--- src/rtl/receive_bdeduffy_pkg.sv ---
// Shared types and constants for the parity-protected counter channel receiver.
package rx_pkg_bdeduffy;

  localparam int PAYLOAD_W = 9;
  localparam int WORD_W    = 10;

  typedef enum logic [1:0] {
    HUNT   = 2'd0,
    SYNC   = 2'd1,
    LOCKED = 2'd2
  } rx_state_e;

  // Payload field of a received {parity, payload} word.
  function automatic logic [PAYLOAD_W-1:0] payload_of(input logic [WORD_W-1:0] word);
    return word[PAYLOAD_W-1:0];
  endfunction

endpackage

--- src/rtl/receive_bdeduffy_parity10.sv ---
// Even-parity checker over the full 10-bit word; mirrors the transmit-side generator.
module parity10_bdeduffy
  import rx_pkg_bdeduffy::*;
(
  input  logic [WORD_W-1:0] word,
  output logic              good
);

  assign good = ~(^word);

endmodule

--- src/rtl/receive_bdeduffy.sv ---
// Receive stage: parity and sequence checking, lock acquisition/tracking, payload forwarding.
// Optional feature macro: RX_SEQ_CHECK_EN (defined = sequence checking; undefined = parity only).
module receive_bdeduffy
  import rx_pkg_bdeduffy::*;
#(
  parameter int unsigned ERR_CNT_W        = 8,
  parameter int unsigned LOCK_LOSS_THRESH = 4,
  parameter int unsigned RESYNC_GOOD      = 2
) (
  input  logic                 clk,
  input  logic                 clear,
  input  logic                 enable,
  input  logic [WORD_W-1:0]    data_in,
  output logic [PAYLOAD_W-1:0] data_out,
  output logic                 data_valid,
  output logic                 parity_err,
  output logic                 seq_err,
  output logic                 locked,
  output logic [ERR_CNT_W-1:0] err_count
);

  localparam int GR_W = $clog2(RESYNC_GOOD + 1);
  localparam int BR_W = $clog2(LOCK_LOSS_THRESH + 1);

  rx_state_e             state_q, state_d;
  logic [GR_W-1:0]       good_run_q, good_run_d;
  logic [BR_W-1:0]       bad_run_q, bad_run_d;
  logic [PAYLOAD_W-1:0]  data_out_q, data_out_d;
  logic                  data_valid_q, data_valid_d;
  logic                  parity_err_q, parity_err_d;
  logic                  seq_err_q, seq_err_d;
  logic                  locked_q;
  logic [ERR_CNT_W-1:0]  err_count_q, err_count_d;

  logic                  good_s;
  logic                  in_seq_s;
  logic [PAYLOAD_W-1:0]  payload_s;
  logic [GR_W-1:0]       good_run_inc_s;
  logic [BR_W-1:0]       bad_run_inc_s;
  logic [ERR_CNT_W-1:0]  err_count_inc_s;

  parity10_bdeduffy u_parity (
    .word (data_in),
    .good (good_s)
  );

  assign payload_s       = payload_of(data_in);
  assign good_run_inc_s  = good_run_q + GR_W'(1);
  assign bad_run_inc_s   = bad_run_q + BR_W'(1);
  assign err_count_inc_s = (err_count_q == {ERR_CNT_W{1'b1}}) ? err_count_q
                                                              : err_count_q + ERR_CNT_W'(1);

`ifdef RX_SEQ_CHECK_EN
  logic [PAYLOAD_W-1:0] expected_q, expected_d;
  assign in_seq_s = (payload_s == expected_q);
`else
  // Without sequence checking every parity-good word is treated as in-sequence.
  assign in_seq_s = 1'b1;
`endif

  // Next-state, tracking counters and output pulses for one enabled sample.
  always_comb begin
    state_d      = state_q;
    good_run_d   = good_run_q;
    bad_run_d    = bad_run_q;
    data_out_d   = data_out_q;
    data_valid_d = 1'b0;
    parity_err_d = 1'b0;
    seq_err_d    = 1'b0;
    err_count_d  = err_count_q;
`ifdef RX_SEQ_CHECK_EN
    expected_d   = expected_q;
`endif
    if (enable) begin
      case (state_q)
        HUNT: begin
          if (good_s) begin
            good_run_d = GR_W'(1);
            bad_run_d  = BR_W'(0);
`ifdef RX_SEQ_CHECK_EN
            expected_d = payload_s + PAYLOAD_W'(1);
`endif
            if (RESYNC_GOOD == 1) begin
              state_d = LOCKED;
            end else begin
              state_d = SYNC;
            end
          end else begin
            state_d = HUNT;
          end
        end
        SYNC: begin
          if (good_s && in_seq_s) begin
            good_run_d = good_run_inc_s;
`ifdef RX_SEQ_CHECK_EN
            expected_d = expected_q + PAYLOAD_W'(1);
`endif
            if (good_run_inc_s == GR_W'(RESYNC_GOOD)) begin
              state_d = LOCKED;
            end else begin
              state_d = SYNC;
            end
          end else begin
            good_run_d = GR_W'(0);
            state_d    = HUNT;
          end
        end
        LOCKED: begin
          if (!good_s) begin
            // Parity failure takes precedence; expected free-runs past the lost word.
            parity_err_d = 1'b1;
            bad_run_d    = bad_run_inc_s;
            err_count_d  = err_count_inc_s;
`ifdef RX_SEQ_CHECK_EN
            expected_d   = expected_q + PAYLOAD_W'(1);
`endif
          end else if (in_seq_s) begin
            data_valid_d = 1'b1;
            data_out_d   = payload_s;
            bad_run_d    = BR_W'(0);
`ifdef RX_SEQ_CHECK_EN
            expected_d   = expected_q + PAYLOAD_W'(1);
`endif
          end else begin
            // Out-of-sequence but intact: forward it and re-align on it.
            seq_err_d    = 1'b1;
            data_valid_d = 1'b1;
            data_out_d   = payload_s;
            bad_run_d    = bad_run_inc_s;
            err_count_d  = err_count_inc_s;
`ifdef RX_SEQ_CHECK_EN
            expected_d   = payload_s + PAYLOAD_W'(1);
`endif
          end
          if ((parity_err_d || seq_err_d) && (bad_run_inc_s == BR_W'(LOCK_LOSS_THRESH))) begin
            state_d    = HUNT;
            bad_run_d  = BR_W'(0);
            good_run_d = GR_W'(0);
          end else begin
            state_d = LOCKED;
          end
        end
        default: begin
          state_d = HUNT;
        end
      endcase
    end else begin
      state_d = state_q;
    end
  end

  // State and output registers with synchronous clear.
  always_ff @(posedge clk) begin
    if (clear) begin
      state_q      <= HUNT;
      good_run_q   <= GR_W'(0);
      bad_run_q    <= BR_W'(0);
      data_out_q   <= PAYLOAD_W'(0);
      data_valid_q <= 1'b0;
      parity_err_q <= 1'b0;
      seq_err_q    <= 1'b0;
      locked_q     <= 1'b0;
      err_count_q  <= ERR_CNT_W'(0);
`ifdef RX_SEQ_CHECK_EN
      expected_q   <= PAYLOAD_W'(0);
`endif
    end else begin
      state_q      <= state_d;
      good_run_q   <= good_run_d;
      bad_run_q    <= bad_run_d;
      data_out_q   <= data_out_d;
      data_valid_q <= data_valid_d;
      parity_err_q <= parity_err_d;
      seq_err_q    <= seq_err_d;
      locked_q     <= (state_d == LOCKED);
      err_count_q  <= err_count_d;
`ifdef RX_SEQ_CHECK_EN
      expected_q   <= expected_d;
`endif
    end
  end

  assign data_out   = data_out_q;
  assign data_valid = data_valid_q;
  assign parity_err = parity_err_q;
`ifdef RX_SEQ_CHECK_EN
  assign seq_err    = seq_err_q;
`else
  assign seq_err    = 1'b0;
`endif
  assign locked     = locked_q;
  assign err_count  = err_count_q;

endmodule

--- config.mk ---
export PLATFORM = sky130hd
export DESIGN_NAME = receive_bdeduffy
export DESIGN_NICKNAME = d
export VERILOG_FILES = /design/src/rtl/receive_bdeduffy_pkg.sv /design/src/rtl/receive_bdeduffy_parity10.sv /design/src/rtl/receive_bdeduffy.sv
export SDC_FILE = /design/constraint.sdc
export NUM_CORES = 1
export LEC_CHECK = 0
export ABC_AREA = 1
export CELL_PAD_IN_SITES_DETAIL_PLACEMENT = 1
export CELL_PAD_IN_SITES_GLOBAL_PLACEMENT = 2
export CORE_MARGIN = 2
export CORE_UTILIZATION = 29
export CTS_CLUSTER_SIZE = 30
export DETAILED_ROUTE_END_ITERATION = 10
export HOLD_SLACK_MARGIN = 0.1
export PLACE_DENSITY_LB_ADDON = 0.1
export REMOVE_ABC_BUFFERS = 1
export SLEW_MARGIN = 20
export SYNTH_ARGS = -nofsm -noshare
export SYNTH_HDL_FRONTEND = slang
export SYNTH_HIERARCHICAL = 1
export SYNTH_SLANG_ARGS = --single-unit
--- constraint.sdc ---
create_clock -name clk -period 4.4 [get_ports clk]
set_input_delay 0.88 -clock clk [delete_from_list [all_inputs] [get_ports clk]]
set_output_delay 0.88 -clock clk [all_outputs]
set_load 0.01 [all_outputs]
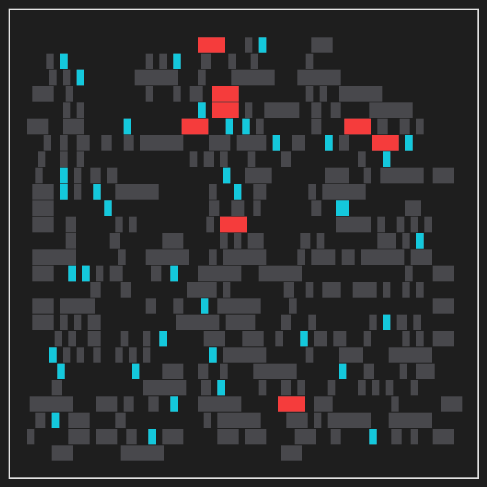
Fig. 1. Gate families picked out (run 1).
Scale: 6 px per um.
family	color	cells	most used
fa/ha/maj cells	red	8	ha_1
inv cells	cyan	37	inv_1

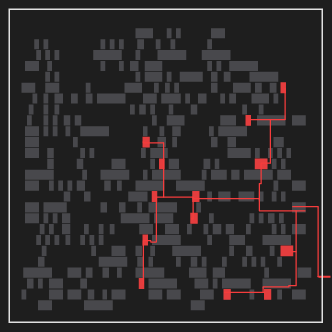
Fig. 2. Nets reached from selected ports (run 1).
Scale: 4 px per um.
port	color	bits	direction	end cells	buffers	wire
clear	red	1	input	13	1	195 um
I/O pin count: 34
Port Buf Inserts: 32

==> impl_metrics.py, run 1 <==
# Synthesis and PnR figures
metrics = {
    "outcome": {
        "status": "finished, final reports clean",
    },
    "timing": {
        "maxSlewViolCount": 0,
        "fin_crit_ps": 2640,
        "max_slew_margin": 0.618,
        "setup_viol": 0,
        "skew_ps": 1.89,
        "fin_tns_setup_ps": 0,
        "timing.fmax_mhz": 378,
        "hold_viol": 0,
        "period_used_share": 0.601,
        "worstMarginPinSlew_ps": 571,
        "whs_ps": 447,
        "rsz0062_at_grt": "no",
    },
    "run": {
        "cap_viol_max_count": 0,
        "tool_warnings": 28,
    },
    "yosys": {
        "ys_cells": 232,
        "xor_area_frac": 0.0213,
        "yosysChipArea_mm2": 0.00158,
        "simple_gate_share": 0.308,
        "syn_area_mm2": 0.00158,
        "avgSynthCellArea_um2": 6.83,
        "ys_ff": 27,
        "yosys.area_share.aoi": 0.156,
        "fa_ha_area_frac": 0.0632,
        "top_logic_kind": "simple AND/OR/NAND/NOR gates",
        "ys_seq_frac": 0.341,
        "ys_types": 28,
        "ys_warn_count": 6,
        "synthCells": 232,
        "synthMuxAreaShare": 0,
    },
    "hold_path": {
        "hold_path.startpoint": "data_out[3]",
        "hold_class": "reg -> reg",
        "hold_depth": 2,
        "hold_end": "data_out[3]",
    },
    "pwr": {
        "seqPwrFrac": 0.525,
        "p_comb_uw": 87.1,
        "clkPwrFrac": 0.298,
        "power.leakage_nw": 0.839,
        "worst_ir_drop_vdd_v": 0.000108,
        "p_clk_uw": 146,
        "p_per_area_mw_per_mm2": 244,
        "power_leader": "sequential cells",
        "p_int_uw": 353,
        "p_comb_frac": 0.177,
        "switching_share": 0.281,
        "power_switching_uw": 138,
        "seq_cell_power_uw": 257,
    },
    "floorplanning": {
        "die_height_um": 77.9,
        "die-area_mm2": 0.00607,
        "core_mm2": 0.00520,
        "num_rows": 26,
        "fp_util": 0.304,
        "die_w_um": 77.9,
    },
    "cts": {
        "cts_made_buffers": 3,
        "cts-root-buf": "clkbuf_8",
        "cts_setup_buffers": 0,
        "cts_resized": 0,
        "cts_tree": "done",
        "clock_latency_ps": 270,
        "cts_hold_buf": 0,
        "htreeDepth": 1,
        "clock_sinks": 27,
        "clk_path_buf_depth": 2,
        "clkTransAtPathRegs_ps": 90,
    },
    "global_route": {
        "grt_pass1_vias": 1516,
        "grt_max_degree": 20,
        "grt_usage": 0.131,
        "antenna_found_initial": 0,
        "grt_pass1_wl_um": 6490,
        "grt_remaining_overflow": 0,
    },
    "worst_setup_path": {
        "worstSetupStartpointType": "input port",
        "arrival_ps": 2810,
        "r2r_setup_slack_ps": 2890,
        "reg2regPathDepth": 9,
        "worstSetupStartpoint": "data_in[2]",
        "r2r-start": "bad_run_q[0]",
        "cp-end-kind": "register",
        "crit_fanout": 19,
        "cp_data_required_time_ps": 4560,
        "worstSetupEndpoint": "data_out[6]",
        "crit_type": "in -> reg",
        "rr_endpoint": "locked",
    },
    "routing": {
        "drt_wl_total_um": 3660,
        "wl_per_cell_um": 11.0,
        "drc_errors": 0,
        "vias": 1457,
        "drt_first_pass_iters": 4,
        "drt_iter0_markers": 28,
        "vias_per_cell": 4.36,
        "drtAntennaViolNets": 0,
    },
    "finish": {
        "lay_top_count": "nand2_1",
        "final_cell_mix": "72 x nand2_1, 32 x clkdlybuf4s50_1, 31 x inv_1, 27 x dfxtp_1, 18 x nor2_1",
        "layout.nets": 286,
        "diodes": 0,
        "layout-area-overhead-vs-synth_pct": 26.7,
        "drive_above_1_share": 0.114,
    },
    "placed_design": {
        "place.gp.congestion": 0.741,
        "dp_hpwl_um": 2840,
    },
}
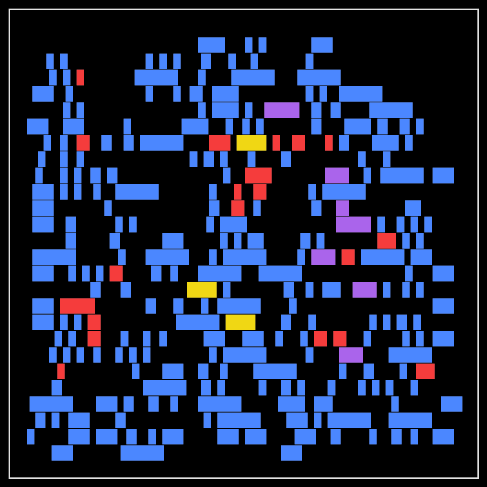
Fig. 3. Drive-strength map (run 1).
Scale: 6 px per um.
size	color	cells	share
x2	red	20	7.6%
x1 and smaller	blue	234	89%
x6 and larger	yellow	3	1.1%
x3 and x4	purple	7	2.7%

-- run 1: stage by stage --
step           cell area (um2)  power [mW]  std cells   util  setup WS [ps]
6_report                  2010       0.491        334  0.386           1760
4_1_cts                   2010       0.503        334  0.386           1720
3_3_place_gp              1960       0.352        330  0.377           1460
2_1_floorplan             1550       0.320        228      -           2310
5_1_grt                   2010       0.525        334  0.386           1470
3_5_place_dp              1960       0.352        330  0.377           1410
-- run 1: per-layer routing --
metal,vias up,GRT usage,share of wire
li1,779,-,-
met1,651,0.152,0.46
met2,23,0.245,0.50
met3,4,0.0140,0.021
met4,0,0.0474,0.014
met5,-,0,0
-- run 1: cell usage after synthesis (all sizes together) --
cell    instances  area, um2
nand2          82        343
inv            37        141
dfxtp          27        541
nor2           22        103
a21oi          21        135
o21ai          17       85.1
ha              8        100
nand3           6       35.0
buf             2       18.8
clkbuf          2       11.3
xor2            2       17.5
a22oi           1       7.51
conb            1       3.75
nand3b          1       7.51
o211ai          1       12.5
o22ai           1       6.26
xnor2           1       16.3
-- run 1: final cells by class --
class / instances / area [um2]
tap: 70 / 87.6
multi-input combinational: 164 / 872
inverter: 37 / 141
clock buffer: 4 / 45.0
fill: 672 / 3200
timing repair buffer: 32 / 320
sequential: 27 / 541
-- run 1: flip-flops by register name, summed over array words and instances (netlist names) --
name,cells
bad_run_q,3
state_q,2
parity_err,1
good_run_q,2
data_valid,1
err_count,8
data_out,9
locked,1
-- run 1: worst max-delay path: stages --
cell and delay, ps:
clkdlybuf4s50_1 520, inv_1 70, nand2_1 60, nand2_1 60, nand2_2 70, nand3_1 100
nand2_1 80, nand2_1 50, nand2_1 220, nand3_2 350, o21ai_0 290, a21oi_1 60
Fig. 4: run 1, cell outlines without signal wires
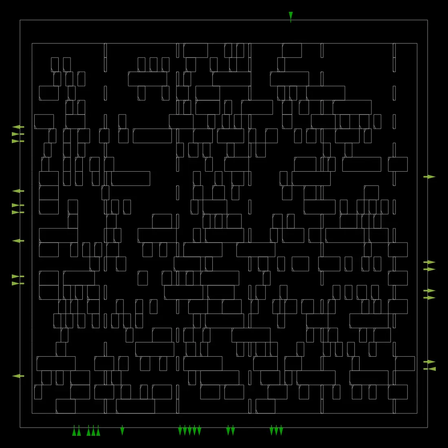

==> inputs of run 2 (changes only) <==
CORE_UTILIZATION = 24   (was 29)
clock period = 2.4 ns   (was 4.4 ns; I/O delays follow)
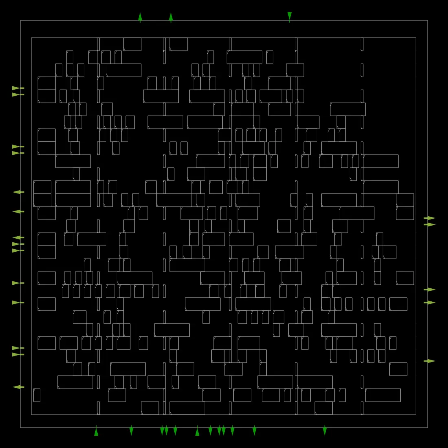
Fig. 5. Cell outlines without signal wires (run 2).
Final Util: 0.331
# fillers: 801
Finished Layout Cells: 350

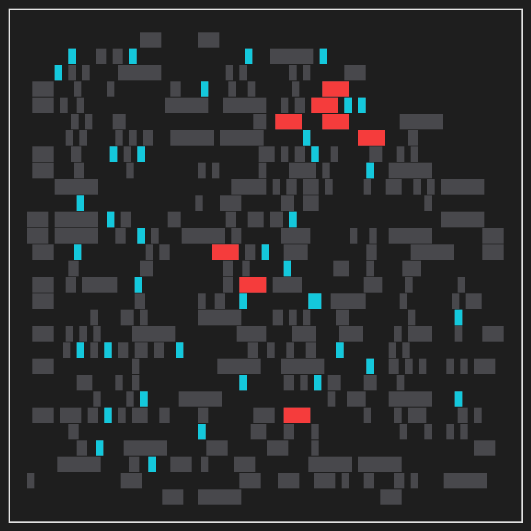
Fig. 6. Gate families picked out (run 2).
Scale: 6 px per um.
family	color	cells	most used
inv cells	cyan	37	inv_1
fa/ha/maj cells	red	8	ha_1
most frequent logic cell in the layout: nand2_1
Comb/total area: 0.417

==> impl_metrics.py, run 2 <==
# Synthesis and PnR figures
metrics = {
    "global_route": {
        "grt_pass1_wl_um": 6560,
        "top_usage_layer": "met2",
        "grt_usage": 0.107,
        "grt_max_degree": 20,
        "grt_remaining_overflow": 0,
        "grtUsageMet1": 0.137,
        "grt_pass1_vias": 1467,
    },
    "floorplanning": {
        "die-area_mm2": 0.00727,
        "ios": 34,
        "fp_util": 0.249,
        "die_w_um": 85.2,
    },
    "outcome": {
        "status": "finished, final reports clean",
    },
    "worst_setup_path": {
        "path_depth": 17,
        "cp_common_cell": "nand2_1",
        "crit_type": "in -> reg",
        "crit_fanout": 7,
        "slowest_delay_ps": 520,
        "reg2regPathDepth": 8,
        "arrival_ps": 2320,
        "crit_family": "buffers and inverters",
        "cp_data_required_time_ps": 2610,
        "path_cells": "clkdlybuf4s50_1, inv_1, nand2_1, nand2_1, nand2_2, nand2_1, nand2_2, nand2_1, nand2_1, nand2_2, inv_2, nand2_2, inv_2, nand2_4, a21oi_4, nand2_1, a21oi_1",
        "r2r-start": "state_q[0]",
    },
    "cts": {
        "cts_tree": "done",
        "clock_latency_ps": 280,
        "cts_made_buffers": 3,
        "clk_path_buf_depth": 2,
        "clkTransAtPathRegs_ps": 90,
        "clock_sinks": 27,
        "cts_hold_buf": 0,
    },
    "pwr": {
        "p_int_uw": 656,
        "worst_ir_drop_vdd_v": 0.000225,
        "seqPwrFrac": 0.515,
        "clkPwrFrac": 0.293,
        "p_clk_uw": 268,
        "p_per_area_mw_per_mm2": 436,
        "power_switching_uw": 259,
        "p_comb_frac": 0.192,
    },
    "yosys": {
        "synthDominantCellAreaShare": 0.341,
        "syn_area_mm2": 0.00158,
        "yosysChipArea_mm2": 0.00158,
        "flop_cell": "dfxtp_1",
        "topCellsByArea": "dfxtp_1 34%, nand2_1 17%, inv_1 7.3%, ha_1 6.3%, a21oi_1 5.4%",
        "synthCells": 232,
        "top_cell": "nand2_1",
        "avgSynthCellArea_um2": 6.83,
        "ys_seq_frac": 0.341,
        "synthTopCellsByCount": "72 x nand2_1, 31 x inv_1, 27 x dfxtp_1",
        "synth-edff-count": 0,
    },
    "run": {
        "tool_warnings": 28,
    },
    "routing": {
        "wl_per_cell_um": 10.8,
        "drc_errors": 0,
        "drt_iter0_markers": 42,
    },
    "timing": {
        "hold_viol": 0,
        "maxSlewViolCount": 0,
        "rsz0062_at_grt": "no",
        "fin_crit_ps": 2120,
        "period_used_share": 0.882,
    },
    "finish": {
        "diodes": 0,
        "drive_above_1_share": 0.150,
    },
    "placed_design": {
        "dp_slack_ps": -86.6,
        "dp_hpwl_um": 2950,
    },
    "hold_path": {
        "hold_class": "reg -> reg",
    },
}
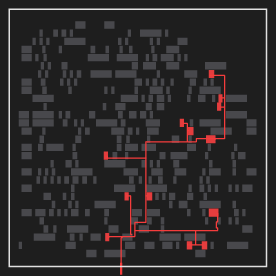
Fig. 7. Nets reached from selected ports (run 2).
Scale: 3 px per um.

-- run 2: cell type report --
| class | count | area, um2 |
|---|---|---|
| Sequential cell | 27 | 541 |
| Timing Repair Buffer | 41 | 400 |
| Tap cell | 77 | 96.3 |
| Inverter | 37 | 141 |
| Clock buffer | 3 | 41.3 |
| Clock inverter | 1 | 5.00 |
| Fill cell | 801 | 4250 |
| Multi-Input combinational cell | 164 | 875 |
-- run 2: logic make-up after synthesis --
logic type,share of synthesized area
adders and majority gates,0.0632
buffers and inverters,0.108
AOI/OAI and AO/OA,0.156
other,0.00237
xor gates and xnor gates,0.0213
DFF,0.341
and+or+nand+nor,0.308
-- run 2: metal layers --
metal  vias up  part of all wire
li1        794                 -
met1       681              0.51
met2        23              0.46
met3         2             0.028
met4         0            0.0095
met5         -                 0
-- run 2: stage by stage --
stage,area (um2),setup TNS (ps),hold WS (ps),power (mW)
after floorplan,1550,0,468,0.586
after global placement,2050,-456,434,0.659
after detailed placement,2050,-591,443,0.659
after CTS,2100,0,459,0.935
after global routing,2100,0,476,0.979
final,2100,0,453,0.915
-- run 2: worst reg2reg max path, stage by stage, from the launching register on --
cell and delay (ps):
dfxtp_1 360, inv_1 90, ha_1 280, nand2_2 100
inv_2 90, nand2_4 70, a21oi_4 220, nand2_1 90
a21oi_1 130
-- run 2: what timing repair did --
action / 4_1_cts / 5_1_grt
buffers inserted: 0 / 0
endpoints found under the setup margin: 0 / 2
gates resized: 0 / 2
-- run 2: worst min-delay path by stage --
stage	to	slack, ps	cells after the start
detailed placement	data_out[3]	440	2
global route	data_out[3]	480	2
finish	data_out[3]	450	2
global placement	data_out[7]	430	2
floorplan	data_out[0]	470	2
CTS	data_out[3]	460	2
Fig. 8: run 2, I/O pins on the die edge
Scale: 6 px per um. Pins as bars across the die edge, other pins in gray.
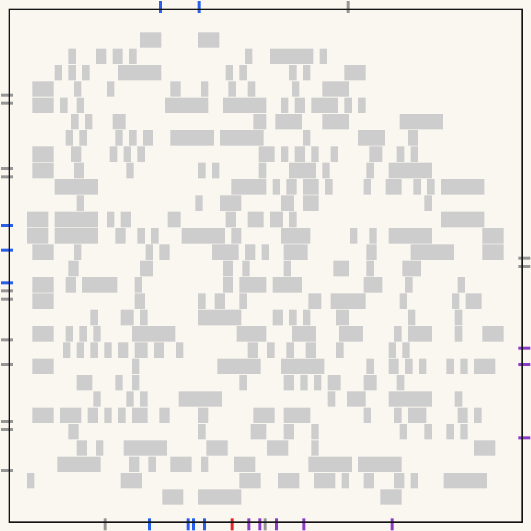

==> inputs of run 3 (changes only) <==
CELL_PAD_IN_SITES_DETAIL_PLACEMENT = not set   (was 1)
CELL_PAD_IN_SITES_GLOBAL_PLACEMENT = not set   (was 2)
CORE_UTILIZATION = 45   (was 24)
PLACE_DENSITY = 0.75   (was not set)
PLACE_DENSITY_LB_ADDON = not set   (was 0.1)
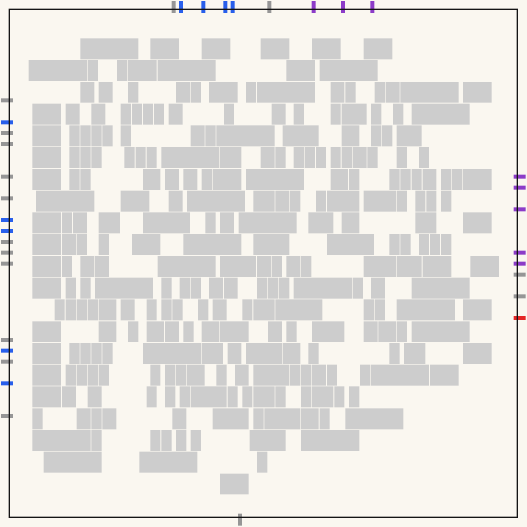
Fig. 9. I/O pins on the die edge (run 3).
Scale: 8 px per um. Pins as bars across the die edge, other pins in gray.
port	color	pins	direction	edge
clear	red	1	input	right
data_out	blue	9	output	5 left, 4 top
err_count	purple	8	output	5 right, 3 top
die width: 63.3 um
Die Ht: 63.3 um

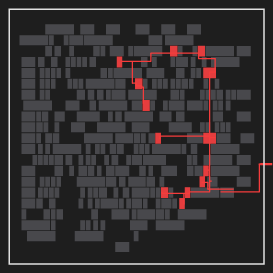
Fig. 10. Nets reached from selected ports (run 3).
Scale: 4 px per um.
port	color	bits	direction	end cells	buffers	wire
clear	red	1	input	13	2	133 um

==> impl_metrics.py, run 3 <==
# Synthesis and PnR figures
metrics = {
    "global_route": {
        "antenna_found_initial": 0,
        "grt_pass1_wl_um": 5020,
        "grt_usage": 0.152,
        "grt_remaining_overflow": 0,
        "grt_max_degree": 19,
        "grt_pass1_vias": 1199,
    },
    "yosys": {
        "ys_types": 28,
        "syn_area_mm2": 0.00158,
        "synthArstFlopShare": 0,
        "synth-edff-count": 0,
        "ys_cells": 232,
        "synthDominantCellAreaShare": 0.341,
        "top_cell": "nand2_1",
        "ys_ff": 27,
        "synthCells": 232,
        "yosysTopAreaCell": "dfxtp_1",
        "topCellsByArea": "dfxtp_1 34%, nand2_1 17%, inv_1 7.3%, ha_1 6.3%, a21oi_1 5.4%",
        "ys_warn_count": 6,
        "synthTopCellsByCount": "72 x nand2_1, 31 x inv_1, 27 x dfxtp_1",
        "yosysChipArea_mm2": 0.00158,
        "avgSynthCellArea_um2": 6.83,
        "flop_cell": "dfxtp_1",
        "ys_seq_frac": 0.341,
    },
    "pwr": {
        "power_switching_uw": 235,
        "worst_ir_drop_vdd_v": 0.000196,
        "p_per_area_mw_per_mm2": 418,
        "p_comb_uw": 162,
        "p_int_uw": 597,
        "seq_cell_power_uw": 472,
        "power_leader": "sequential cells",
        "p_clk_uw": 198,
        "p_comb_frac": 0.195,
        "clkPwrFrac": 0.238,
        "seqPwrFrac": 0.567,
        "switching_share": 0.282,
        "power.leakage_nw": 0.853,
    },
    "routing": {
        "drt_wl_total_um": 2820,
        "vias": 1445,
        "wl_per_cell_um": 8.97,
        "drc_errors": 0,
        "drt_iter0_markers": 45,
        "drtAntennaViolNets": 0,
        "vias_per_cell": 4.60,
        "drt_first_pass_iters": 4,
    },
    "worst_setup_path": {
        "cp_data_required_time_ps": 2630,
        "crit_type": "in -> reg",
        "cp-end-kind": "register",
        "crit_fanout": 6,
        "cp_common_cell": "nand2_1",
        "slowest_stage": "clkdlybuf4s50_1",
        "slowest_delay_ps": 510,
        "crit_family": "buffers and inverters",
        "arrival_ps": 2240,
        "path_cells": "clkdlybuf4s50_1, inv_1, nand2_1, nand2_1, nand2_2, nand3_1, nand2_1, nand2_1, nand2_1, buf_4, nand2_2, a21oi_4, o21ai_0, o21ai_0, nor2_1",
        "worstSetupStartpointType": "input port",
        "crit_buf_inv": 3,
    },
    "cts": {
        "cts_setup_buffers": 0,
        "clkTransAtPathRegs_ps": 150,
        "cts_resized": 0,
        "cts-root-buf": "clkbuf_4",
        "clock_sinks": 27,
        "cts_hold_buf": 0,
        "htreeDepth": 1,
        "cts_tree": "done",
        "clock_latency_ps": 320,
        "cts_made_buffers": 3,
        "clk_path_buf_depth": 2,
    },
    "timing": {
        "rsz0062_at_grt": "no",
        "fin_crit_ps": 2010,
        "period_used_share": 0.837,
        "fin_tns_setup_ps": 0,
        "timing.fmax_mhz": 498,
        "setup_viol": 0,
        "skew_ps": 6.92,
        "whs_ps": 454,
        "hold_viol": 0,
        "maxSlewViolCount": 0,
    },
    "placed_design": {
        "io_buffer_count": 32,
        "place.gp.congestion": 0.862,
        "dp_hpwl_um": 2220,
    },
    "finish": {
        "drive_above_1_share": 0.131,
        "lay_top_count": "nand2_1",
        "diodes": 0,
        "largest_reg_flops": 9,
        "final_util": 0.592,
        "final_cell_mix": "72 x nand2_1, 32 x clkdlybuf4s50_1, 31 x inv_1, 27 x dfxtp_1, 18 x nor2_1",
        "layout.nets": 290,
        "fillers": 363,
        "layout-area-overhead-vs-synth_pct": 25.6,
    },
    "floorplanning": {
        "die-area_mm2": 0.00401,
        "ios": 34,
        "fp_util": 0.471,
        "num_rows": 21,
        "core_mm2": 0.00336,
    },
    "run": {
        "tool_warnings": 28,
        "cap_viol_max_count": 0,
    },
    "outcome": {
        "status": "finished, final reports clean",
    },
    "hold_path": {
        "hold_class": "reg -> reg",
    },
}
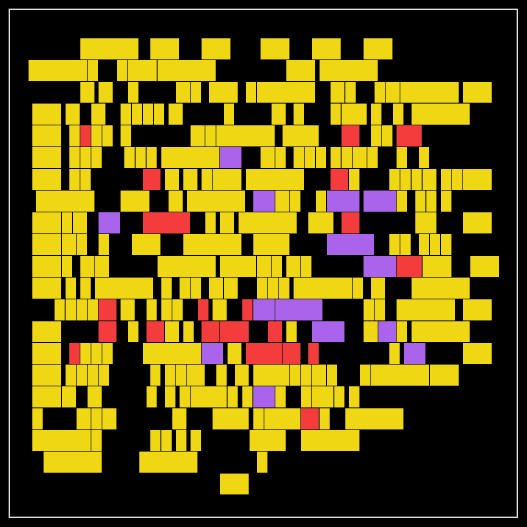
Fig. 11. Drive-strength map (run 3).
Scale: 8 px per um.
size	color	cells	share
x2	red	21	7.8%
x1 and smaller	yellow	233	87%
x3 and x4	purple	14	5.2%

## run 3: cell count changes in the layout (fill, tap and decap cells not counted), sizes merged
cell,delta
buf,-5
## run 3: stage by stage
step	cell area (um2)	power (mW)	setup WS, ps	std cells
2_1_floorplan	1550	0.586	706	228
3_3_place_gp	1960	0.642	84.1	310
3_5_place_dp	1960	0.645	32.5	310
4_1_cts	1990	0.845	411	314
5_1_grt	1990	0.892	206	314
6_report	1990	0.832	391	314
## run 3: routing by layer
layer,vias up,share of wire,GRT usage
li1,786,-,-
met1,627,0.48,0.192
met2,28,0.46,0.259
met3,4,0.048,0.0357
met4,0,0.0085,0.0408
met5,-,0,0
## run 3: area by class of cell
| cell class | instances | area (um2) | area share |
|---|---|---|---|
| Clock buffer | 3 | 22.5 | 0.0113 |
| Clock inverter | 1 | 5.00 | 0.00252 |
| Inverter | 37 | 141 | 0.0711 |
| Multi-Input combinational cell | 164 | 872 | 0.438 |
| Sequential cell | 27 | 541 | 0.272 |
| Tap cell | 46 | 57.6 | 0.0289 |
| Timing Repair Buffer | 36 | 350 | 0.176 |
## run 3: path summary, 6_finish.rpt
kind	start	to	slack [ps]	cells after the start
max	data_in[2]	bad_run_q[2]	390	15
min	data_out[1]	data_out[1]	450	2
min reg2reg	data_out[1]	data_out[1]	450	2
max reg2reg	state_q[0]	data_out[2]	960	5
## run 3: logic make-up (layout without fill, tap and decap cells)
group	after synthesis	in the layout	synth area share
xor gates and xnor gates	3	3	0.0213
adders and majority gates	8	8	0.0632
other	1	1	0.00237
buffers and inverters	41	77	0.108
DFF	27	27	0.341
AOI/OAI and AO/OA	41	41	0.156
and+or+nand+nor	111	111	0.308
## run 3: worst min-delay path, delay by kind of cell, from the launching register on
family / cells / cell delay (ps)
compound gates: 1 / 50
buf+inv: 1 / 40
flops: 1 / 340
Power is estimated from default activity; no workload was simulated.
